$ cat src/rtl/tdc_meas_ctrl_pkg.sv
// Shared constants and types for the TDC measurement sequencer: default widths,
// result field offsets and the FSM state encoding.
package tdc_meas_ctrl_pkg;

    localparam int TDC_NUM_TAPS    = 128;
    localparam int TDC_NUM_DECODE  = 7;
    localparam int TDC_COUNTER_DIG = 10;
    localparam int TDC_DIG_OUT     = TDC_COUNTER_DIG + 2 * TDC_NUM_DECODE;
    localparam int TDC_DEAD_CYCLES = 4;

    localparam int COARSE_LSB = 14;
    localparam int START_LSB  = 7;
    localparam int STOP_LSB   = 0;

    localparam logic [7:0] MISS_MAX = 8'hFF;

    typedef enum logic [2:0] {
        ST_IDLE,
        ST_ARMED,
        ST_MEAS,
        ST_OUT,
        ST_DEAD
    } state_t;

endpackage

$ cat src/rtl/tdc_meas_ctrl_if.sv
// Control/result bundle between the TDC sequencer and its front end / consumer.
interface tdc_meas_ctrl_if #(
    parameter int NUM_DECODE = 7,
    parameter int DIG_OUT    = 24
);
    logic                  enable;
    logic                  start_det;
    logic [NUM_DECODE-1:0] start_fine;
    logic                  stop_det;
    logic [NUM_DECODE-1:0] stop_fine;
    logic                  arm;
    logic [DIG_OUT-1:0]    tdc;
    logic                  valid;
    logic                  rdy;
    logic                  overflow;
    logic [7:0]            miss_cnt;
    logic                  busy;

    modport master (
        output enable, start_det, start_fine, stop_det, stop_fine, rdy,
        input  arm, tdc, valid, overflow, miss_cnt, busy
    );

    modport slave (
        input  enable, start_det, start_fine, stop_det, stop_fine, rdy,
        output arm, tdc, valid, overflow, miss_cnt, busy
    );
endinterface

$ cat src/rtl/tdc_meas_ctrl_coarse_cnt.sv
// Coarse cycle counter between start and stop events; terminal flags the all-ones value.
module tdc_coarse_cnt #(
    parameter int WIDTH = 10
) (
    input  logic             clk,
    input  logic             rst,
    input  logic             clear,
    input  logic             en,
    output logic [WIDTH-1:0] count,
    output logic             terminal
);
    always_ff @(posedge clk) begin
        if (rst || clear) begin
            count <= '0;
        end else if (en) begin
            count <= count + 1'b1;
        end
    end

    assign terminal = (count == '1);
endmodule

$ cat src/rtl/tdc_meas_ctrl.sv
// TDC measurement sequencer: arms capture, times start->stop in clock cycles, packs
// {coarse, start fine, stop fine} and hands it off on valid/ready, then enforces dead time.
module tdc_meas_ctrl
    import tdc_meas_ctrl_pkg::*;
#(
    parameter int NUM_DECODE  = TDC_NUM_DECODE,
    parameter int COUNTER_DIG = TDC_COUNTER_DIG,
    parameter int DIG_OUT     = TDC_DIG_OUT,
    parameter int DEAD_CYCLES = TDC_DEAD_CYCLES
) (
    input logic             clk,
    input logic             rst,
    tdc_meas_ctrl_if.slave  bus
);
    localparam int DW = (DEAD_CYCLES > 1) ? $clog2(DEAD_CYCLES) : 1;

    generate
        if (DIG_OUT != COUNTER_DIG + 2 * NUM_DECODE) begin : g_bad_width
            $error("tdc_meas_ctrl: DIG_OUT must equal COUNTER_DIG + 2*NUM_DECODE");
        end
        if (DEAD_CYCLES < 1) begin : g_bad_dead
            $error("tdc_meas_ctrl: DEAD_CYCLES must be at least 1");
        end
    endgenerate

    state_t                 state;
    logic                   arm;
    logic [DIG_OUT-1:0]     tdc;
    logic                   valid;
    logic                   overflow;
    logic [7:0]             miss_cnt;
    logic                   busy;
    logic [NUM_DECODE-1:0]  start_q;
    logic [DW-1:0]          dead_cnt;
    logic [COUNTER_DIG-1:0] coarse;
    logic                   coarse_tc;
    logic                   cnt_en;
    logic                   missable;

    // The start cycle itself counts, so a stop k cycles after start sees coarse == k.
    assign cnt_en   = (state == ST_MEAS) || (state == ST_ARMED && bus.start_det);
    assign missable = (state == ST_IDLE) || (state == ST_OUT) || (state == ST_DEAD);

    tdc_coarse_cnt #(.WIDTH(COUNTER_DIG)) u_coarse (
        .clk      (clk),
        .rst      (rst),
        .clear    (!cnt_en),
        .en       (cnt_en),
        .count    (coarse),
        .terminal (coarse_tc)
    );

    always_ff @(posedge clk) begin
        if (rst) begin
            state    <= ST_IDLE;
            arm      <= 1'b0;
            tdc      <= '0;
            valid    <= 1'b0;
            overflow <= 1'b0;
            miss_cnt <= '0;
            busy     <= 1'b0;
            start_q  <= '0;
            dead_cnt <= '0;
        end else begin
            overflow <= 1'b0;
            if (bus.start_det && missable && miss_cnt != MISS_MAX) begin
                miss_cnt <= miss_cnt + 8'd1;
            end
            case (state)
                ST_IDLE: begin
                    if (bus.enable) begin
                        state <= ST_ARMED;
                        arm   <= 1'b1;
                    end
                end
                ST_ARMED: begin
                    if (!bus.enable) begin
                        state <= ST_IDLE;
                        arm   <= 1'b0;
                    end else if (bus.start_det && bus.stop_det) begin
                        state <= ST_OUT;
                        arm   <= 1'b0;
                        busy  <= 1'b1;
                        valid <= 1'b1;
                        tdc   <= {{COUNTER_DIG{1'b0}}, bus.start_fine, bus.stop_fine};
                    end else if (bus.start_det) begin
                        state   <= ST_MEAS;
                        busy    <= 1'b1;
                        start_q <= bus.start_fine;
                    end
                end
                ST_MEAS: begin
                    if (!bus.enable) begin
                        state <= ST_IDLE;
                        arm   <= 1'b0;
                        busy  <= 1'b0;
                    end else if (bus.stop_det) begin
                        state <= ST_OUT;
                        arm   <= 1'b0;
                        valid <= 1'b1;
                        tdc   <= {coarse, start_q, bus.stop_fine};
                    end else if (coarse_tc) begin
                        state    <= ST_DEAD;
                        arm      <= 1'b0;
                        overflow <= 1'b1;
                        dead_cnt <= DW'(DEAD_CYCLES - 1);
                    end
                end
                ST_OUT: begin
                    if (bus.rdy) begin
                        state    <= ST_DEAD;
                        valid    <= 1'b0;
                        dead_cnt <= DW'(DEAD_CYCLES - 1);
                    end
                end
                ST_DEAD: begin
                    if (dead_cnt == '0) begin
                        busy  <= 1'b0;
                        state <= bus.enable ? ST_ARMED : ST_IDLE;
                        arm   <= bus.enable;
                    end else begin
                        dead_cnt <= dead_cnt - 1'b1;
                    end
                end
                default: begin
                    state <= ST_IDLE;
                    arm   <= 1'b0;
                    valid <= 1'b0;
                    busy  <= 1'b0;
                end
            endcase
        end
    end

    assign bus.arm      = arm;
    assign bus.tdc      = tdc;
    assign bus.valid    = valid;
    assign bus.overflow = overflow;
    assign bus.miss_cnt = miss_cnt;
    assign bus.busy     = busy;
endmodule

$ cat src/flat_wrapper.sv
// flat-port wrapper written by rule: the top's interface ports become plain ports
module tdc_meas_ctrl_flat import tdc_meas_ctrl_pkg::*;
#(
    parameter int NUM_DECODE  = TDC_NUM_DECODE,
    parameter int COUNTER_DIG = TDC_COUNTER_DIG,
    parameter int DIG_OUT     = TDC_DIG_OUT,
    parameter int DEAD_CYCLES = TDC_DEAD_CYCLES
)
  (clk, rst, bus_enable, bus_start_det, bus_start_fine, bus_stop_det, bus_stop_fine, bus_rdy, bus_arm, bus_tdc, bus_valid, bus_overflow, bus_miss_cnt, bus_busy);
  tdc_meas_ctrl_if #(.NUM_DECODE(NUM_DECODE), .DIG_OUT(DIG_OUT)) bus_i ();
  input logic clk;
  input logic rst;
  input wire logic [$bits(bus_i.enable)-1:0] bus_enable;
  input wire logic [$bits(bus_i.start_det)-1:0] bus_start_det;
  input wire logic [$bits(bus_i.start_fine)-1:0] bus_start_fine;
  input wire logic [$bits(bus_i.stop_det)-1:0] bus_stop_det;
  input wire logic [$bits(bus_i.stop_fine)-1:0] bus_stop_fine;
  input wire logic [$bits(bus_i.rdy)-1:0] bus_rdy;
  output wire logic [$bits(bus_i.arm)-1:0] bus_arm;
  output wire logic [$bits(bus_i.tdc)-1:0] bus_tdc;
  output wire logic [$bits(bus_i.valid)-1:0] bus_valid;
  output wire logic [$bits(bus_i.overflow)-1:0] bus_overflow;
  output wire logic [$bits(bus_i.miss_cnt)-1:0] bus_miss_cnt;
  output wire logic [$bits(bus_i.busy)-1:0] bus_busy;
  assign bus_i.enable = bus_enable;
  assign bus_i.start_det = bus_start_det;
  assign bus_i.start_fine = bus_start_fine;
  assign bus_i.stop_det = bus_stop_det;
  assign bus_i.stop_fine = bus_stop_fine;
  assign bus_i.rdy = bus_rdy;
  assign bus_arm = bus_i.arm;
  assign bus_tdc = bus_i.tdc;
  assign bus_valid = bus_i.valid;
  assign bus_overflow = bus_i.overflow;
  assign bus_miss_cnt = bus_i.miss_cnt;
  assign bus_busy = bus_i.busy;
  tdc_meas_ctrl #(.NUM_DECODE(NUM_DECODE), .COUNTER_DIG(COUNTER_DIG), .DIG_OUT(DIG_OUT), .DEAD_CYCLES(DEAD_CYCLES)) u_core (.clk(clk), .rst(rst), .bus(bus_i));
endmodule
$ cat config.mk
export PLATFORM = sky130hd
export DESIGN_NAME = tdc_meas_ctrl_flat
export DESIGN_NICKNAME = d
export VERILOG_FILES = /design/src/rtl/tdc_meas_ctrl_pkg.sv /design/src/rtl/tdc_meas_ctrl_if.sv /design/src/rtl/tdc_meas_ctrl_coarse_cnt.sv /design/src/rtl/tdc_meas_ctrl.sv /design/src/flat_wrapper.sv
export SDC_FILE = /design/constraint.sdc
export NUM_CORES = 1
export LEC_CHECK = 0
export CAP_MARGIN = 20
export CORE_ASPECT_RATIO = 1.75
export CORE_MARGIN = 1.5
export CORE_UTILIZATION = 34
export CTS_CLUSTER_DIAMETER = 200
export DETAILED_ROUTE_END_ITERATION = 16
export PLACE_DENSITY = 0.71
export SYNTH_ARGS = -nofsm -noshare
export SYNTH_HDL_FRONTEND = slang
export SYNTH_HIERARCHICAL = 1
export SYNTH_SLANG_ARGS = --single-unit
$ cat constraint.sdc
create_clock -name clk -period 1.9 [get_ports clk]
set_clock_uncertainty 0.2 [all_clocks]
set_input_delay 0.38 -clock clk [delete_from_list [all_inputs] [get_ports clk]]
set_output_delay 0.38 -clock clk [all_outputs]
set_load 0.1 [all_outputs]
**Placed cells, one color a class**

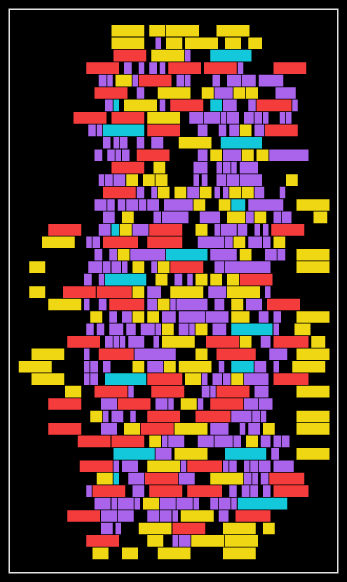
- combinational and other logic: purple (cells 235; share of their area 36%)
- clock drivers and dummy loads: cyan (cells 16; share of their area 6.7%)
- flops: red (cells 58; share of their area 26%)
- other buffers and delay cells: yellow (cells 112; share of their area 31%)
Core Util, Final: 57.6%
Seq area share: 25.8%
placement row count: 43

**Routing congestion**

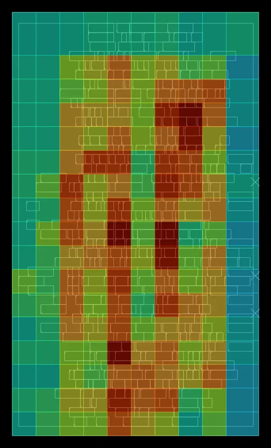
global routing met3 resource utilization: 4.35%
GRT Resource Usage Total: 19.5%

**Wires at chosen ports, followed through buffers**

Scale bar: 20 um.
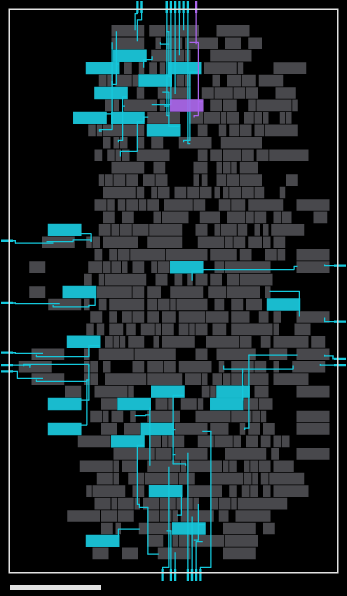
- `bus_tdc`: cyan (bits 24; direction output; end cells 24; wire 671 um)
- `bus_arm`: purple (bits 1; direction output; end cells 1; wire 27.2 um)

**Local utilization**

Scale bar: 20 um. 7 x 12 tiles, from black (low) to pale yellow (high), 0 to 100% covered.
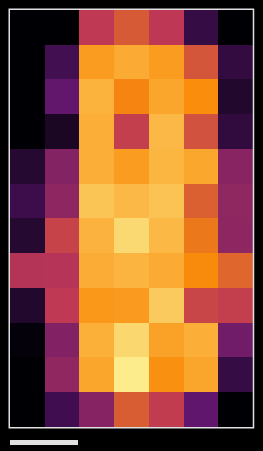
- nearly empty tiles: 12%
- emptiest ninth of the die: top left
- densest ninth of the die: middle

==> summary.txt <==
On the backend side, the flow ran end to end.

According to the floorplan report, the die width is 71.5 um. The registers reported with the highest flop counts are u_core/bus.tdc: 24 flops, u_core/u_coarse/count: 10 flops, u_core/bus.miss_cnt: 8 flops. The largest voltage drop on the vdd net stands at about 0.00045 V. The path with the worst hold slack has its endpoint at u_core/bus.tdc[1]$_SDFFE_PP0P_. Once iteration 0 of detailed routing completed, the report listed between 150 and 200 DRC markers. Following the worst setup path forward leads to its endpoint at u_core/state[0]$_SDFFE_PP0P_. The checks that failed: DRC, setup timing. Of all power groups, the one with the highest power is clock. Per the OpenROAD timing report, the critical path contains 7 cells. Routability-driven placement finished with a final weighted congestion of 0.869. Per the hold report, the tightest min-delay path originates at u_core/bus.tdc[1]$_SDFFE_PP0P_. The netlist uses about 60 different library cells. The clock H-tree reported by CTS has 3 levels. The setup TNS after final layout stands at -0.0143 ns. Per the timing report, the most critical flop-to-flop path finishes at u_core/state[0]$_SDFFE_PP0P_. Hold repair after CTS inserted 0 buffers. After synthesis, the largest family of logic cells by area is simple AND/OR/NAND/NOR gates. The setup slack after layout stands at -0.0136 ns. Signal nets in the final route climb as high as met4. According to the finish report, the design has a final net count of ~440. In the synthesized netlist, the cells that appear most often are sky130_fd_sc_hd__dfxtp_1 (58), sky130_fd_sc_hd__nand2_1 (35), sky130_fd_sc_hd__a21oi_1 (28), sky130_fd_sc_hd__nor2_1 (28), sky130_fd_sc_hd__nand3_1 (19).

Per the synth stats, the proportion of register bits with asynchronous set or reset is 0%. The CTS report gives the tree buffer count as 9. The register area stands at roughly 0.0012 sq mm. The simple-gate portion of the synthesized area stands at roughly a quarter. The global-route track usage on met1 stands at 20.5%. The detailed router put a total of around 2900 um of wire on met1. The via count stands at ~2.7k. Counting pins that exceed their max-slew limit in the final report gives 0. The reported leakage power stands at roughly 1.7 nW. The library cells used most frequently in the layout, excluding fill and tap cells, are sky130_fd_sc_hd__buf_4 (51), sky130_fd_sc_hd__dfxtp_1 (42), sky130_fd_sc_hd__buf_12 (40).

The number of antenna violations at the first check in global routing is 0. The worst register-to-register path has a depth of 7. The number of warnings reported in the stage logs is 29.

The run finished, with violations left. The clock network consumes a total of around 1.6 mW. In this run the mean area of a mapped cell was slightly below 9 sq um. The script computed a power per unit cell area of roughly 790 mW/mm^2. The logic area stands at 0.00156 sq mm.

STA puts the critical path data required time at between 1.5 and 2 ns. The number of DRC violations after detailed routing stands at 3. The final antenna diode count stands at 0.

The first global-routing pass estimated between 10000 and 15000 um of wire. The sum of buffers and inverters on the critical path stands at 1. The total placed cells including tap cells stands at between 400 and 500. The total met2 wirelength after detailed routing stands at roughly 4300 um. The total of cells resized after clock tree synthesis stands at 16. The post-synthesis adder-cell area fraction stands at roughly 1.3%. The switching power stands at roughly 1 mW.

The die outline height stands at 123 um. In this run the post-CTS setup repair buffer count came out at 4. Broken down by cell family, the worst path's largest delay share belongs to AND-OR/OR-AND gates. The number of nets at floorplan stands at between 300 and 400. The tree is rooted in a sky130_fd_sc_hd__clkbuf_16.

The synthesized netlist occupies a cell area of roughly 0.0028 sq mm. The length of the first detailed-routing pass in iterations stands at 11. Tap insertion was completed with 90 tapcells.

The final number of setup-violating endpoints stands at 2. between 50 and 60 I/O pins were placed. Counting flops per register, the top entry is u_core/bus.tdc. Setup repair after global routing could not meet its margin everywhere.

The tightest min-delay check is of the flip-flop to flip-flop type. The switching portion of total power comes to between 20% and 30%. The die covers between 0.008 and 0.009 sq mm.

The reported combinational group power stands at roughly 0.74 mW. The relative contribution of sequential cells to total power stands at between 30% and 40%. The worst hold margin stands at 0.292 ns. The worst setup path is captured at a flip-flop. The final timing report lists a hold violation count of 0. Cell internal power was estimated by the tool at between 2 and 3 mW. The post-synthesis sequential area ratio stands at around 42%. The synthesized netlist has a Yosys-reported chip area of 0.00279 sq mm.
Power is estimated from default activity; no workload was simulated.
